Pin placement:
Drawn at 2 px/um. Pins as bars across the die edge, other pins in gray.
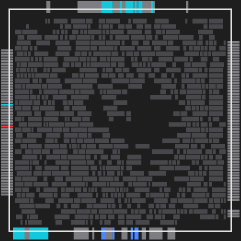
Clock distribution:
Drawn at 4 px/um.
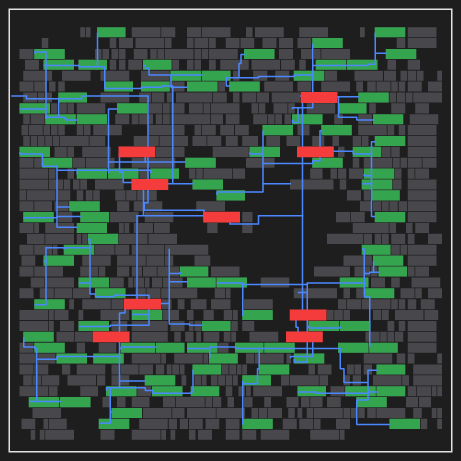
The clock network:
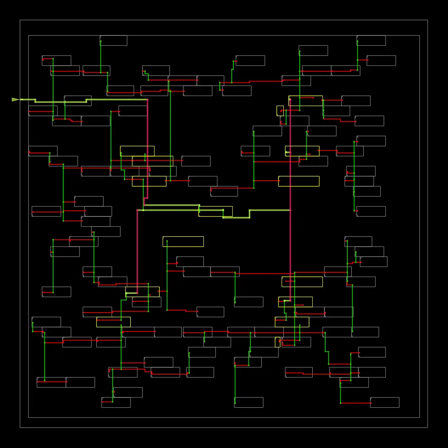
The metal 2 layer:
Drawn at 3 px/um. Cells faint in the background.
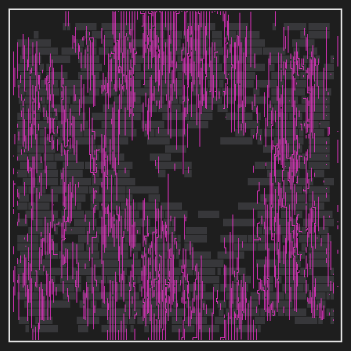
==> config.mk <==
export PLATFORM = sky130hd
export DESIGN_NAME = memory_access_unit_flat
export DESIGN_NICKNAME = d
export VERILOG_FILES = /design/src/rtl/memory_access_unit_if.sv /design/src/rtl/memory_access_unit.sv /design/src/flat_wrapper.sv
export SDC_FILE = /design/constraint.sdc
export NUM_CORES = 1
export LEC_CHECK = 0
export CAP_MARGIN = 5
export CORE_MARGIN = 2
export CORE_UTILIZATION = 36
export CTS_CLUSTER_SIZE = 30
export DETAILED_ROUTE_END_ITERATION = 8
export PLACE_DENSITY = 0.84
export RECOVER_POWER = 100
export SETUP_SLACK_MARGIN = 0.3
export SYNTH_ARGS = -nofsm -noshare
export SYNTH_HDL_FRONTEND = slang
export SYNTH_SLANG_ARGS = --single-unit
==> constraint.sdc <==
create_clock -name clk -period 1.33 [get_ports clk]
set_input_delay 0.133 -clock clk [delete_from_list [all_inputs] [get_ports clk]]
set_output_delay 0.133 -clock clk [all_outputs]
set_load 0.05 [all_outputs]
==> src/rtl/memory_access_unit_if.sv <==
// Bus bundle for the memory access unit: request handshake from execute,
// data-memory strobes/data, and the write-back response.
// The slave modport is the unit; the master modport is upstream plus memory.
interface memory_access_unit_if #(
  parameter int DST_W = 6
);
  logic             req_valid;
  logic             req_ready;
  logic             req_rd;
  logic             req_wrt;
  logic [31:0]      req_addr;
  logic [31:0]      req_wdata;
  logic [DST_W-1:0] req_dst;
  logic             mem_rd;
  logic             mem_wrt;
  logic [31:0]      mem_addr;
  logic [31:0]      mem_datain;
  logic [31:0]      mem_dataout;
  logic             wb_valid;
  logic             wb_regwrt;
  logic [DST_W-1:0] wb_dst;
  logic [31:0]      wb_data;
  logic             fault;

  modport slave (
    input  req_valid, req_rd, req_wrt, req_addr, req_wdata, req_dst, mem_dataout,
    output req_ready, mem_rd, mem_wrt, mem_addr, mem_datain,
           wb_valid, wb_regwrt, wb_dst, wb_data, fault
  );

  modport master (
    output req_valid, req_rd, req_wrt, req_addr, req_wdata, req_dst, mem_dataout,
    input  req_ready, mem_rd, mem_wrt, mem_addr, mem_datain,
           wb_valid, wb_regwrt, wb_dst, wb_data, fault
  );
endinterface

==> src/rtl/memory_access_unit.sv <==
// Memory access unit: three-state (IDLE/ACCESS/RESP) load/store sequencer
// between execute and a data memory that completes on the negedge of the
// access cycle. All outputs are registered.
// Optional feature: define MEMACC_BOUNDS_CHECK_EN to reject requests whose
// address has bits set above ADDR_BITS (strobes suppressed, fault pulse).
module memory_access_unit #(
  parameter int ADDR_BITS = 16,
  parameter int DST_W     = 6
) (
  input logic                clk,
  input logic                rst,
  memory_access_unit_if.slave bus
);

  typedef enum logic [1:0] {IDLE, ACCESS, RESP} state_t;

  // Word-index mask; a full 32-bit index keeps every address bit.
  localparam logic [31:0] ADDR_MASK = (ADDR_BITS >= 32) ? 32'hFFFF_FFFF
                                      : ((32'h1 << ADDR_BITS) - 32'h1);

  state_t           state;
  logic             lat_rd;
  logic [DST_W-1:0] lat_dst;

`ifdef MEMACC_BOUNDS_CHECK_EN
  logic lat_oob;
  logic req_oob;
  // Any address bit above the word index marks the access as rejected.
  assign req_oob = |(bus.req_addr & ~ADDR_MASK);
`else
  assign bus.fault = 1'b0;
`endif

  // Sequencer: accept in IDLE, strobe memory in ACCESS, pulse write-back in RESP.
  always_ff @(posedge clk) begin
    if (rst) begin
      state          <= IDLE;
      lat_rd         <= 1'b0;
      lat_dst        <= '0;
      bus.req_ready  <= 1'b1;
      bus.mem_rd     <= 1'b0;
      bus.mem_wrt    <= 1'b0;
      bus.mem_addr   <= '0;
      bus.mem_datain <= '0;
      bus.wb_valid   <= 1'b0;
      bus.wb_regwrt  <= 1'b0;
      bus.wb_dst     <= '0;
      bus.wb_data    <= '0;
`ifdef MEMACC_BOUNDS_CHECK_EN
      lat_oob        <= 1'b0;
      bus.fault      <= 1'b0;
`endif
    end else begin
      case (state)
        IDLE: begin
          if (bus.req_valid) begin
            state          <= ACCESS;
            bus.req_ready  <= 1'b0;
            lat_rd         <= bus.req_rd;
            lat_dst        <= bus.req_dst;
            bus.mem_addr   <= bus.req_addr & ADDR_MASK;
            bus.mem_datain <= bus.req_wdata;
`ifdef MEMACC_BOUNDS_CHECK_EN
            lat_oob        <= req_oob;
            bus.mem_rd     <= bus.req_rd  & ~req_oob;
            bus.mem_wrt    <= bus.req_wrt & ~req_oob;
`else
            bus.mem_rd     <= bus.req_rd;
            bus.mem_wrt    <= bus.req_wrt;
`endif
          end
        end
        ACCESS: begin
          // Memory finished at this cycle's negedge; read data is stable here.
          state          <= RESP;
          bus.mem_rd     <= 1'b0;
          bus.mem_wrt    <= 1'b0;
          bus.mem_addr   <= '0;
          bus.mem_datain <= '0;
          bus.wb_valid   <= 1'b1;
          bus.wb_dst     <= lat_dst;
`ifdef MEMACC_BOUNDS_CHECK_EN
          bus.fault      <= lat_oob;
          bus.wb_regwrt  <= lat_rd & ~lat_oob;
          bus.wb_data    <= (lat_rd & ~lat_oob) ? bus.mem_dataout : 32'h0;
`else
          bus.wb_regwrt  <= lat_rd;
          bus.wb_data    <= lat_rd ? bus.mem_dataout : 32'h0;
`endif
        end
        RESP: begin
          state         <= IDLE;
          bus.req_ready <= 1'b1;
          bus.wb_valid  <= 1'b0;
          bus.wb_regwrt <= 1'b0;
          bus.wb_dst    <= '0;
          bus.wb_data   <= '0;
`ifdef MEMACC_BOUNDS_CHECK_EN
          bus.fault     <= 1'b0;
`endif
        end
        default: state <= IDLE;
      endcase
    end
  end

endmodule

==> src/flat_wrapper.sv <==
// flat-port wrapper written by rule: the top's interface ports become plain ports
module memory_access_unit_flat 
#(
  parameter int ADDR_BITS = 16,
  parameter int DST_W     = 6
)
  (clk, rst, bus_req_valid, bus_req_rd, bus_req_wrt, bus_req_addr, bus_req_wdata, bus_req_dst, bus_mem_dataout, bus_req_ready, bus_mem_rd, bus_mem_wrt, bus_mem_addr, bus_mem_datain, bus_wb_valid, bus_wb_regwrt, bus_wb_dst, bus_wb_data, bus_fault);
  memory_access_unit_if #(.DST_W(DST_W)) bus_i ();
  input logic clk;
  input logic rst;
  input wire logic [$bits(bus_i.req_valid)-1:0] bus_req_valid;
  input wire logic [$bits(bus_i.req_rd)-1:0] bus_req_rd;
  input wire logic [$bits(bus_i.req_wrt)-1:0] bus_req_wrt;
  input wire logic [$bits(bus_i.req_addr)-1:0] bus_req_addr;
  input wire logic [$bits(bus_i.req_wdata)-1:0] bus_req_wdata;
  input wire logic [$bits(bus_i.req_dst)-1:0] bus_req_dst;
  input wire logic [$bits(bus_i.mem_dataout)-1:0] bus_mem_dataout;
  output wire logic [$bits(bus_i.req_ready)-1:0] bus_req_ready;
  output wire logic [$bits(bus_i.mem_rd)-1:0] bus_mem_rd;
  output wire logic [$bits(bus_i.mem_wrt)-1:0] bus_mem_wrt;
  output wire logic [$bits(bus_i.mem_addr)-1:0] bus_mem_addr;
  output wire logic [$bits(bus_i.mem_datain)-1:0] bus_mem_datain;
  output wire logic [$bits(bus_i.wb_valid)-1:0] bus_wb_valid;
  output wire logic [$bits(bus_i.wb_regwrt)-1:0] bus_wb_regwrt;
  output wire logic [$bits(bus_i.wb_dst)-1:0] bus_wb_dst;
  output wire logic [$bits(bus_i.wb_data)-1:0] bus_wb_data;
  output wire logic [$bits(bus_i.fault)-1:0] bus_fault;
  assign bus_i.req_valid = bus_req_valid;
  assign bus_i.req_rd = bus_req_rd;
  assign bus_i.req_wrt = bus_req_wrt;
  assign bus_i.req_addr = bus_req_addr;
  assign bus_i.req_wdata = bus_req_wdata;
  assign bus_i.req_dst = bus_req_dst;
  assign bus_i.mem_dataout = bus_mem_dataout;
  assign bus_req_ready = bus_i.req_ready;
  assign bus_mem_rd = bus_i.mem_rd;
  assign bus_mem_wrt = bus_i.mem_wrt;
  assign bus_mem_addr = bus_i.mem_addr;
  assign bus_mem_datain = bus_i.mem_datain;
  assign bus_wb_valid = bus_i.wb_valid;
  assign bus_wb_regwrt = bus_i.wb_regwrt;
  assign bus_wb_dst = bus_i.wb_dst;
  assign bus_wb_data = bus_i.wb_data;
  assign bus_fault = bus_i.fault;
  memory_access_unit #(.ADDR_BITS(ADDR_BITS), .DST_W(DST_W)) u_core (.clk(clk), .rst(rst), .bus(bus_i));
endmodule
==> Changelog: implementation <==
### Implementation results

- Hold Startpoint: bus_req_valid
- Final WS setup: -0.124 ns
- DRT Pass-1 Iters: 4
- RSZ-0062 raised after global routing: true
- Final Setup Violations: 82
- Simple-Gate Area Share: 20.6%
- Vias in the first global route: 3797
- Xor/xnor share: 0%
- Area growth, synth to finish: 94.9%
- Crit path DRT: 1.59 ns
- Synthesized area: 0.00407 mm2
- DPL Wire Length: 8500 um
- Fin Setup TNS: -4.97 ns
- Top logic family: simple AND/OR/NAND/NOR gates
- Worst setup EP type: flip-flop
- Final Cell Area: 0.00792 mm2
- First-pass GRT wire length: 18400 um
- Core area: 0.0109 mm2
- Clock buffer depth: 2
- Startpoint Class: flip-flop
- Final hold slack: 0.145 ns
- Status: finished, violations left
- Largest net degree at the start of global routing: 65
- Yosys stat area: 0.00407 mm2
- Initial Util: 37.2%
- Biggest area cells: dfxtp_1 49%, a21oi_1 9.6%, nand3_1 8.7%
- Antenna diodes: 0
- Failing checks: negative setup slack
- Gr usage total: 19.3%
- TritonCTS Buffers: 9
- RD Place Congestion: 0.799
- Final Instance Count excl. Fillers: 786
- Initial antenna violation count: 0
- Mux share: 1.05%
- Post-DRT Antenna Nets: 0
- Fin. max-slew vios: 0
- Seq share, synth: 49.2%
- CTS Root Cell: clkbuf_16
- Worst EP arrival: 1.71 ns
- Log Warnings: 49
- Number of enable flip-flop cells: 0
- Synth area leader: dfxtp_1
- Max Cap Viol: 0
## Picture notes: 'pin placement'
`bus_mem_wrt`: shown in red, pins 1, direction output, edge left. `bus_wb_dst`: shown in blue, pins 6, direction output, edge bottom. `bus_req_addr`: shown in cyan, pins 32, direction input, edge 16 bottom, 15 top, 1 left.
All pins by edge: 62 right, 54 bottom, 54 left, 45 top.
die height: 110 um
port buffer count: 181
Die Wd: 110 um

## Picture notes: 'clock distribution'
clock wires: shown in blue, length 1220 um. flip-flops: shown in green, count 100. clock-net drivers: shown in red, count 9.
There are 10 routed clock nets.
Clk. pwr: 3.12 mW
Clock power frac: 28.4%

## Picture notes: 'the clock network'
clock buf count: 10
Skew-Pair Late Insertion Delay: 0.34 ns
Setup Skew: 0.00433 ns
Flops: 100
number of clock sinks: 100

## Picture notes: 'the metal 2 layer'
The longest straight run is 41.0 um. The layer holds 51% of the routed length.
met2 Use GR: 33.3%
WL final: 13300 um
via count: 3973

[timing repair]
item	4_1_cts	5_1_grt
buffers inserted	4	4
cloned	1	9
resized	56	92
pin swaps	2	33
hold buffers	0	0
setup endpoints to repair	109	173
[state kept, by name, indices dropped and copies added (netlist names)]
signal and count:
u_core.state 2, u_core.bus.mem_wrt 1, u_core.bus.req_ready 1, u_core.bus.mem_addr 16, u_core.bus.wb_valid 1, u_core.bus.wb_dst 6, u_core.lat_rd 1, u_core.bus.mem_rd 1
u_core.lat_dst 6, u_core.bus.mem_datain 32, u_core.bus.wb_data 32, u_core.bus.wb_regwrt 1
[kinds of logic after synthesis]
group,count (synthesis)
other,1
AND-OR/OR-AND,130
flip-flops,100
buffers and inverters,62
multiplexers,3
adder cells (fa/ha/maj),5
AND/OR/NAND/NOR,157
[how the worst max path moves through the flow]
stage	start	endpoint	slack, ns	cells after the start
after global routing	u_core.state[1]	u_core.bus.wb_data[13]	-0.18	6
after detailed placement	u_core.state[0]	u_core.bus.mem_datain[12]	-0.1	6
after floorplan	u_core.state[0]	u_core.bus.mem_datain[23]	-0.07	7
final	u_core.state[1]	u_core.bus.wb_data[19]	-0.12	6
after CTS	u_core.state[0]	u_core.bus.wb_data[2]	-0.08	5
after global placement	u_core.state[0]	u_core.bus.mem_addr[15]	-0.02	6
[cell usage after synthesis, types with 2 or more instances]
master      n
o21ai_0    32
nor2b_1     9
mux2i_1     2
buf_2      11
nand2b_1   34
clkbuf_1   20
a22oi_2    10
nand3_1    71
nor2_2     10
buf_6       3
buf_4      21
nor2_1     20
dfxtp_1   100
buf_1       4
a21oi_1    78
a22oi_1     7
ha_1        5
nand2_1     8
inv_1       2
[placed cells by master (no fill, tap or decap), drive strengths merged, types with 5 or more instances in the layout]
cell type,count
a21oi,79
a22oi,17
buf,123
clkbuf,16
clkdlybuf4s50,88
conb,17
dfxtp,100
ha,5
nand2,9
nand2b,34
nand3,71
nor2,30
nor2b,10
o21ai,32
[per-layer routing]
metal / track usage [%] / vias up / share of wire, %
met5: 0 / - / 0
li1: - / 1921 / -
met1: 22.8 / 1896 / 40
met2: 33.3 / 140 / 51
met3: 6.88 / 16 / 7.4
met4: 5.18 / 0 / 1.4
[where the power goes]
part / leakage, nW / internal [mW] / total (mW) / switching [mW]
clock: 0.173 / 2.02 / 3.12 / 1.10
sequential: 0.846 / 3.27 / 3.52 / 0.255
combinational: 1.89 / 2.12 / 4.32 / 2.20
total: 2.91 / 7.41 / 11.0 / 3.55
[cell type report]
class | count | area [um2]
Multi-Input combinational cell | 312 | 2050
Clock inverter | 5 | 125
Tap cell | 140 | 175
Timing Repair Buffer | 217 | 3240
Sequential cell | 100 | 2090
Fill cell | 758 | 3010
Inverter | 2 | 12.5
Clock buffer | 10 | 229
[worst max-delay path: stages (launching register included)]
cell and delay (ns):
dfxtp_2 0.34, buf_4 0.14, ha_2 0.19, nor2b_4 0.25, clkbuf_16 0.21, nand3_1 0.08
a21oi_1 0.16
Power figures rest on the tool's default switching activity, not on a simulated workload.
